## src/rtl/bcd_seg_display_mux.sv

```systemverilog
// Two-digit BCD display multiplexer: handshake capture into a shadow register,
// frame-aligned commit, and a time-multiplexed registered 7-segment drive.
// Optional build macro: LEADING_ZERO_BLANK_EN (blanks a zero tens digit).
module bcd_seg_display_mux #(
  parameter int REFRESH_DIV    = 4,
  parameter bit SEG_ACTIVE_LOW = 1'b0
) (
  input  logic       clk,
  input  logic       rst,
  input  logic [7:0] bcd_in,
  input  logic       bcd_valid,
  output logic       bcd_ready,
  output logic [6:0] seg,
  output logic [1:0] dig_en,
  output logic       err
);

  localparam int               CNT_W   = (REFRESH_DIV > 1) ? $clog2(REFRESH_DIV) : 1;
  localparam logic [CNT_W-1:0] CNT_MAX = CNT_W'(REFRESH_DIV - 1);
  localparam logic [6:0]       SEG_OFF = SEG_ACTIVE_LOW ? 7'h7F : 7'h00;

  typedef enum logic {
    ONES = 1'b0,
    TENS = 1'b1
  } slot_t;

  slot_t            slot;
  slot_t            slot_next;
  logic [CNT_W-1:0] cnt;
  logic             wrap;
  logic             frame_edge;
  logic             accept;
  logic [7:0]       shadow;
  logic [7:0]       disp;
  logic             pending;
  logic [3:0]       nib;
  logic [6:0]       seg_raw;
  logic [6:0]       seg_next;
  logic [1:0]       dig_next;
  logic             err_next;

  function automatic logic [6:0] decode(input logic [3:0] n);
    logic [6:0] s;
    case (n)
      4'd0:    s = 7'h3F;
      4'd1:    s = 7'h06;
      4'd2:    s = 7'h5B;
      4'd3:    s = 7'h4F;
      4'd4:    s = 7'h66;
      4'd5:    s = 7'h6D;
      4'd6:    s = 7'h7D;
      4'd7:    s = 7'h07;
      4'd8:    s = 7'h7F;
      4'd9:    s = 7'h6F;
      default: s = 7'h40;
    endcase
    return s;
  endfunction

  assign wrap       = (cnt == CNT_MAX);
  assign frame_edge = wrap && (slot == TENS);
  assign accept     = bcd_valid && !pending;
  assign bcd_ready  = !pending;

  always_ff @(posedge clk or posedge rst) begin
    if (rst) begin
      cnt <= '0;
    end else if (wrap) begin
      cnt <= '0;
    end else begin
      cnt <= cnt + 1'b1;
    end
  end

  always_ff @(posedge clk or posedge rst) begin
    if (rst) begin
      slot <= ONES;
    end else begin
      slot <= slot_next;
    end
  end

  always_comb begin
    slot_next = slot;
    case (slot)
      ONES:    if (wrap) slot_next = TENS;
      TENS:    if (wrap) slot_next = ONES;
      default: slot_next = ONES;
    endcase
  end

  // Commit and accept are mutually exclusive because ready is low while pending.
  always_ff @(posedge clk or posedge rst) begin
    if (rst) begin
      shadow  <= 8'h00;
      disp    <= 8'h00;
      pending <= 1'b0;
    end else if (frame_edge && pending) begin
      disp    <= shadow;
      pending <= 1'b0;
    end else if (accept) begin
      shadow  <= bcd_in;
      pending <= 1'b1;
    end
  end

  always_comb begin
    nib      = (slot == TENS) ? disp[7:4] : disp[3:0];
    seg_raw  = decode(nib);
`ifdef LEADING_ZERO_BLANK_EN
    if ((slot == TENS) && (disp[7:4] == 4'd0)) begin
      seg_raw = 7'h00;
    end
`endif
    seg_next = SEG_ACTIVE_LOW ? ~seg_raw : seg_raw;
    dig_next = (slot == TENS) ? 2'b10 : 2'b01;
    err_next = (disp[7:4] > 4'd9) || (disp[3:0] > 4'd9);
  end

  always_ff @(posedge clk or posedge rst) begin
    if (rst) begin
      seg    <= SEG_OFF;
      dig_en <= 2'b00;
      err    <= 1'b0;
    end else begin
      seg    <= seg_next;
      dig_en <= dig_next;
      err    <= err_next;
    end
  end

endmodule

```

## config.mk

```make
export PLATFORM = sky130hd
export DESIGN_NAME = bcd_seg_display_mux
export DESIGN_NICKNAME = d
export VERILOG_FILES = /design/src/rtl/bcd_seg_display_mux.sv
export SDC_FILE = /design/constraint.sdc
export NUM_CORES = 1
export LEC_CHECK = 0
export CELL_PAD_IN_SITES_DETAIL_PLACEMENT = 1
export CELL_PAD_IN_SITES_GLOBAL_PLACEMENT = 2
export CORE_MARGIN = 10
export CORE_UTILIZATION = 30
export CTS_BUF_LIST = sky130_fd_sc_hd__clkbuf_8
export DETAILED_ROUTE_END_ITERATION = 7
export MAX_ROUTING_LAYER = met4
export PLACE_DENSITY_LB_ADDON = 0.1
export SLEW_MARGIN = 10
export SYNTH_ARGS = -nofsm -noshare
export SYNTH_HDL_FRONTEND = slang
export SYNTH_SLANG_ARGS = --single-unit
```

## constraint.sdc

```tcl
create_clock -name clk -period 3.3 [get_ports clk]
set_input_delay 0.825 -clock clk [delete_from_list [all_inputs] [get_ports clk]]
set_output_delay 0.825 -clock clk [all_outputs]
set_load 0.05 [all_outputs]
```

**Run 1: sequential cells coloured by netlist name**

Scale bar: 20 um. Other sequential cells in the stronger grey, the rest of the logic in the fainter grey.
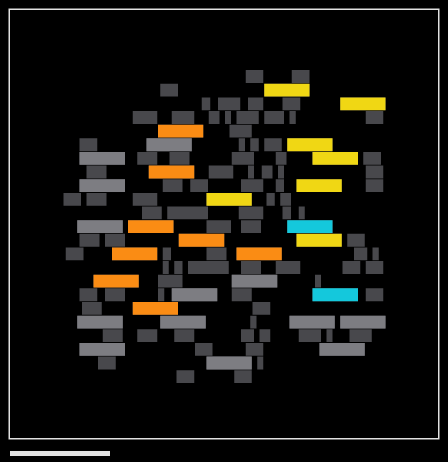
`dig_en` -> cyan  # sequential cells 2
`seg` -> yellow  # sequential cells 7
`disp` -> orange  # sequential cells 8
Seq group: 0.553 mW
fraction of area in registers: 0.4587
fin util: 0.4033
area taken by flip-flops and latches: 750.7 um^2

**Run 1: routed metal per tile**

The die is cut into 17 by 17 equal tiles; dark purple is low, yellow is high, scaled to the fullest tile. Values are wire area over tile area, all layers added.
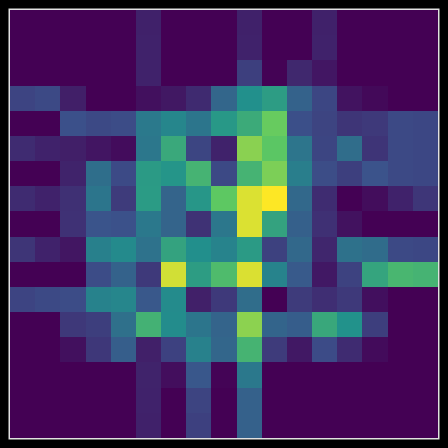
mean over tiles = 0.051
tiles over half the peak = 11%
densest ninth of the die = centre
fullest tile = 0.27
nearly empty tiles = 38%
Overall Global Routing Usage: 0.07182
mean routed wirelength per cell: 14.08 um
via count of the routed design: 754
Routed Wire Length: 2.351 mm

**Run 1: signal wires by layer**

Two of the layers only.
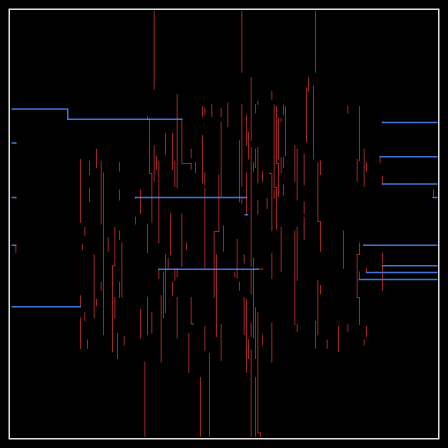
met3 -> blue  # wire length 182 um
met2 -> red  # wire length 1120 um

**Run 1: cell density map**

Scale bar: 20 um. The die is cut into 9 by 9 equal tiles; dark purple is low, yellow is high, 0 to 100% covered.
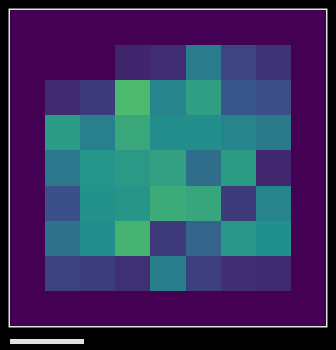
nearly empty tiles = 42%
densest ninth of the die = centre
mean over tiles = 22%
emptiest ninth of the die = north-west
fullest tile = 68%
Core Region: 4058 um^2
fraction of the core area occupied by cells at floorplan: 0.3158

==> notes.md, run 1 <==
Physical implementation status

The flow ran to the end, and the final reports show no timing, DRC or antenna violations. The number of cells reported by Yosys stat comes to 89. The maximum achievable frequency stands at 418.4 MHz. The setup TNS stands at 0 ns.

The number of search-and-repair iterations in the first detailed-routing pass stands at 3. The number of cells after detailed placement stands at 159. For flop-to-flop paths, the worst setup slack is 1.40 ns.

The delay of the slowest cell on the worst path stands at 0.82 ns. The CTS clock-pin slew for the worst setup and hold paths stands at 0.06 ns. Once placement finished, the instance area stood at 1545 um^2. The design area stands at 1637 um^2. The layout report gives the multi-input gate share of total cell area as 0.3005.

The net count after synthesis stands at 108. In the global route stage, met1 resource usage came out at 0.07820. The number of pins exceeding their max-slew limit in the final report stands at 0. The portion of total power attributed to the clock network stands at 0.207.

The share of flip-flops with an asynchronous set or reset after synthesis stands at 1.000. The worst hold path belongs to the class flop to flop. The maximum level of the CTS H-tree stands at 2. The minimum period implied by the final worst setup slack stands at 2.390 ns. The number of gates given a new drive strength after cts stands at 0. After floorplanning, the core was divided into 23 placement rows. The maximum clock insertion buffer count stands at 2. The final instance count without filler cells stands at 167. Among cell families on the critical path, the largest total delay comes from buffers and inverters.

Summing every instance area after synthesis gives 1281 um^2. After synthesis, the most frequently instantiated cells are dfrtp_1, mux2_2, ha_1. The script logs the ratio of routed vias to standard cells as 4.515.

Data on the critical path is required at its endpoint by 2.47 ns. In the detailed route, the total length drawn on met2 is 1.117 mm. The number of well taps stands at 50. The total die size stands at 7285 um^2. The OpenROAD warning count stands at 31.

The met2 track utilization from global routing stands at 0.1090. The number of cells on the worst hold path is listed as 1. The antenna cell count stands at 0.

OpenSTA lists the critical path startpoint as pending. In the finished design, the share of the clock period the worst path needs comes to 0.7243. The root buffer cell chosen for the clock tree is clkbuf_8.

The number of CTS-inserted buffers stands at 5. The number of hold buffers added after CTS was 0. Power comes to 1.417 mW. The total length of routed met3 wires stands at 181 um. The area taken by multi-input combinational cells is reported as 491.7 um^2. According to the Yosys statistics, the synthesized design has a chip area of 1281 um^2. The sink count of the clock tree stands at 30. For the pin with the worst max-slew slack, the measured transition is 0.7603 ns. The number of cells on the critical path stands at 2. The share of total power in combinational logic stands at 0.403. By area the synthesized netlist is led by dfrtp_1, mux2_2, ha_1. The netlist uses 21 different library cells. The worst vdd rail ir drop stands at 0.0002661 V. The reported combinational group power stands at 0.570 mW. STA classifies the critical path endpoint as an output port. By instance count, the leading cell after synthesis is dfrtp_1. The capture point of the worst register-to-register path is recorded as seg[6].

Entering global routing, the biggest net connects 31 pins. The static leakage power stands at 0.7164 nW. The number of buffer and inverter instances along the worst setup path stands at 2. The tally of yosys warning messages stands at 0. The clock latency at the later pin of the worst-skew pair stands at 0.27 ns. The report puts the cell count of the worst reg-to-reg path at 5. The worst register-to-register path begins at slot.

After synthesis the netlist holds a flip-flop and latch count of 30. Hold analysis lists the worst path endpoint as cnt[0]. The clock skew stands at 0.003398 ns. Ranked by total area, the top cell class in this layout is sequential cells.

TritonCTS built the clock tree. 51 cells are multi-input combinational gates. The switching power total stands at 0.5359 mW. The number of buffers added on ports stands at 21. Looking at the critical path, the single cell with the biggest stage delay is clkdlybuf4s50_1. The area fraction of the largest cell type after synthesis is 0.5859. The synthesized design contains 0 enable-type register cells. For reference, the final report shows the hold violation count at 0. The share of the Yosys chip area taken by registers is 0.5859.

The initial antenna violation count stands at 0. The placed wire-length estimate stands at 1.751 mm. In the global route stage, met3 resource usage came out at 0.04015. The net switching fraction of the power stands at 0.3782. Of all the cell area in the finished design, non-clock buffers hold 0.1330. The count of nets left with antenna violations once routing finished came out at 0. The count of inverters other than clock inverters in the layout stands at 6.

The die is 85.35 um tall. The internal power summed over all cells stands at 0.8811 mW. Setup slack closes at 0.9098 ns. Following the worst setup path forward leads to its endpoint at bcd_ready. The global router reports that the layer with the highest usage is met2. The group that draws the most power in this run is combinational cells. For the worst min-delay path, the startpoint reported by OpenROAD is cnt[0]. The script parses the final routing iteration and logs DRC violations as 0.
-- run 1: logic make-up (layout without fill, tap and decap cells) --
logic type | Yosys count | after routing | share of synthesized area
AOI/OAI and AO/OA | 10 | 10 | 0.04687
adders and majority gates | 8 | 8 | 0.07813
buffers and inverters | 8 | 36 | 0.03027
DFF | 30 | 30 | 0.5859
muxes | 24 | 24 | 0.2275
and+or+nand+nor | 9 | 9 | 0.03125
-- run 1: sequential cells by signal, summed over array words and instances (netlist names) --
signal / flops
disp: 8
shadow: 8
seg: 7
cnt: 2
dig_en: 2
err: 1
pending: 1
slot: 1
**Run 1: the clock network**

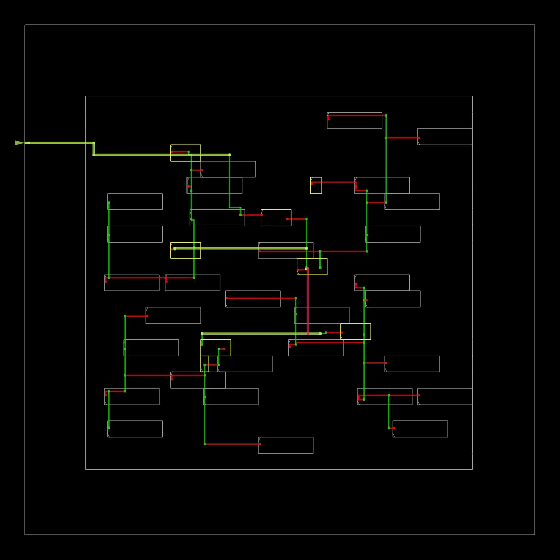

==> run 1 -> run 2 <==
==> constraint.sdc (replaced) <==
create_clock -name clk -period 2.27 [get_ports clk]
set_input_delay 0.5675 -clock clk [delete_from_list [all_inputs] [get_ports clk]]
set_output_delay 0.5675 -clock clk [all_outputs]
set_load 0.05 [all_outputs]
**Run 2: the clock network**

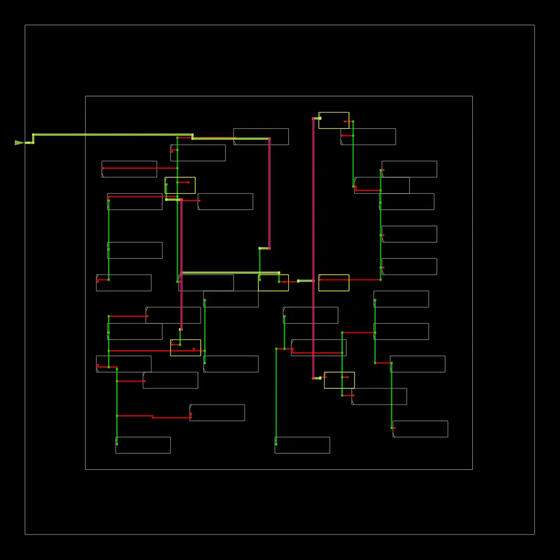
cts bufs inserted: 5
total clock network power: 0.416 mW
clock sink count: 30

==> run 2 against run 1 <==
Net effect: clock-buffer cell count unchanged; sequential power rose by 45%; critical path depth unchanged; routed wire length decreased by 1.4%; power grew 45%; global-route usage grew 0.083 points; critical endpoint unchanged.
==> notes.md, run 2 <==
Physical implementation status

After routing the design area is 1643 um^2. The clock passes through at most 2 buffers. The worst vdd rail ir drop stands at 0.0004225 V. In the final layout, the registers with the most flip-flops are disp: 8 flops, shadow: 8 flops, seg: 7 flops.

STA classifies the critical path endpoint as an output port. In this run, post-CTS repair resized a total of 0 instances. Entering global routing, the biggest net connects 31 pins. The initial antenna violation count stands at 0.

The share of total power in combinational logic stands at 0.407. The number of pins exceeding their max-slew limit in the final report stands at 0. Summing over the stages, the warning tally comes to 31. The data required time at the worst endpoint stands at 1.70 ns. The synthesis-stage register bit count stands at 30. The switching power total stands at 0.7654 mW.

Summing all placed instances gives a cell area of 1560 um^2. The slack of the worst reg-to-reg path stands at 0.44 ns. The final period utilization stands at 0.9357. The proportion of synthesized chip area in sequential cells stands at 0.5859. The area taken by flip-flops and latches stands at 750.7 um^2. The post-synthesis cell area stands at 1281 um^2. The number of cells on the worst hold path is listed as 1. The initialized floorplan defines 23 standard-cell rows.

Per the detail_route report, DRC violations left total 0. The routed via count divided by cell count stands at 4.533. The post-route worst setup slack stands at 0.1459 ns. The capture point of the critical path was reported as bcd_ready. The final core utilization stands at 0.4049. The internal power summed over all cells stands at 1.285 mW. Note that the worst hold path type here is flop to flop. By area the synthesized netlist is led by dfrtp_1, mux2_2, ha_1. The chip occupies 7285 um^2. Counting instances in the post-synthesis netlist gives the leading cell types as dfrtp_1, mux2_2, ha_1. Yosys printed 0 warnings. The static leakage power stands at 0.7171 nW. For reference, the clock transition at the flip-flops on the worst setup and hold paths is 0.06 ns. The power in sequential cells stands at 0.800 mW. The area fraction of the largest cell type after synthesis is 0.5859. The share of flip-flops with an asynchronous set or reset after synthesis stands at 1.000. The area of the placeable core stands at 4058 um^2. The post-cts hold-fix buffer tally stands at 0. The effective utilization at floorplan stands at 0.3158. The synthesis stats list as the most numerous cell dfrtp_1. The count of endpoints failing hold in the final timing report stands at 0.

The completed layout was analyzed and its total power is 2.051 mW. The group that draws the most power in this run is combinational cells. Looking at the hold checks, the worst path lands on cnt[0]. The number of cells in the yosys synthesis report stands at 89.

The flow ran to the end, and the final reports show no timing, DRC or antenna violations. The detailed router reports a met2 wire length of 1.096 mm. In the global route stage, met2 resource usage came out at 0.1063. Looking at the clock tree report, the root buffer type is clkbuf_8. For reference, the critical path is launched at pending. The number of search-and-repair iterations in the first detailed-routing pass stands at 3.

In this run the critical register-to-register path is launched from slot. The antenna cell count stands at 0. The met1 demand-to-capacity share in global routing stands at 0.07218. The clock latency at the later pin of the worst-skew pair stands at 0.28 ns. The maximum level of the CTS H-tree stands at 2.

After detailed placement, the design holds a cell count of 161. The setup TNS stands at 0 ns. In this run the remaining antenna-violating nets after routing total 0. The chip area from the yosys synthesis statistics stands at 1281 um^2. The total length of routed met3 wires stands at 161 um.
**Run 2: routed metal per tile**

The die is cut into 17 by 17 equal tiles; dark purple is low, yellow is high, scaled to the fullest tile. Values are wire area over tile area, all layers added.
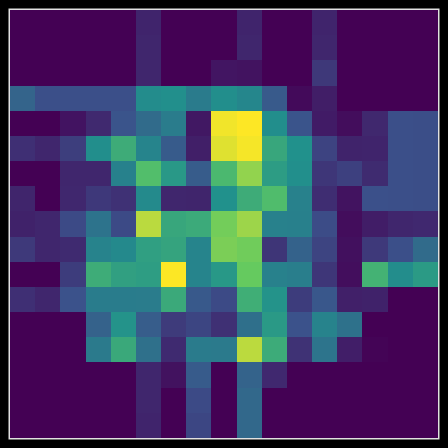
nearly empty tiles = 37%
densest ninth of the die = centre
mean over tiles = 0.052
Routed Wire Length: 2.317 mm
via count of the routed design: 757
Overall Global Routing Usage: 0.07265
mean routed wirelength per cell: 13.87 um

-- run 2: logic make-up (layout without fill, tap and decap cells) --
group                      count (synthesis)  after routing  share of synthesized area
muxes                                     24             24                     0.2275
and+or+nand+nor                            9              9                    0.03125
adders and majority gates                  8              8                    0.07813
DFF                                       30             30                     0.5859
buffers and inverters                      8             36                    0.03027
AOI/OAI and AO/OA                         10             10                    0.04687
-- run 2: area by class of cell --
type,instances,share of cell area
Clock buffer,6,0.05027
Multi-Input combinational cell,51,0.2993
Timing Repair Buffer,24,0.1417
Inverter,6,0.01371
Tap cell,50,0.03808
Sequential cell,30,0.4570
-- run 2: worst max-delay path, cell delays in order, from the launching register on --
cell and delay, ns:
dfrtp_1 0.39, inv_1 0.08, clkdlybuf4s50_1 0.81
Power and IR drop assume default switching activity.
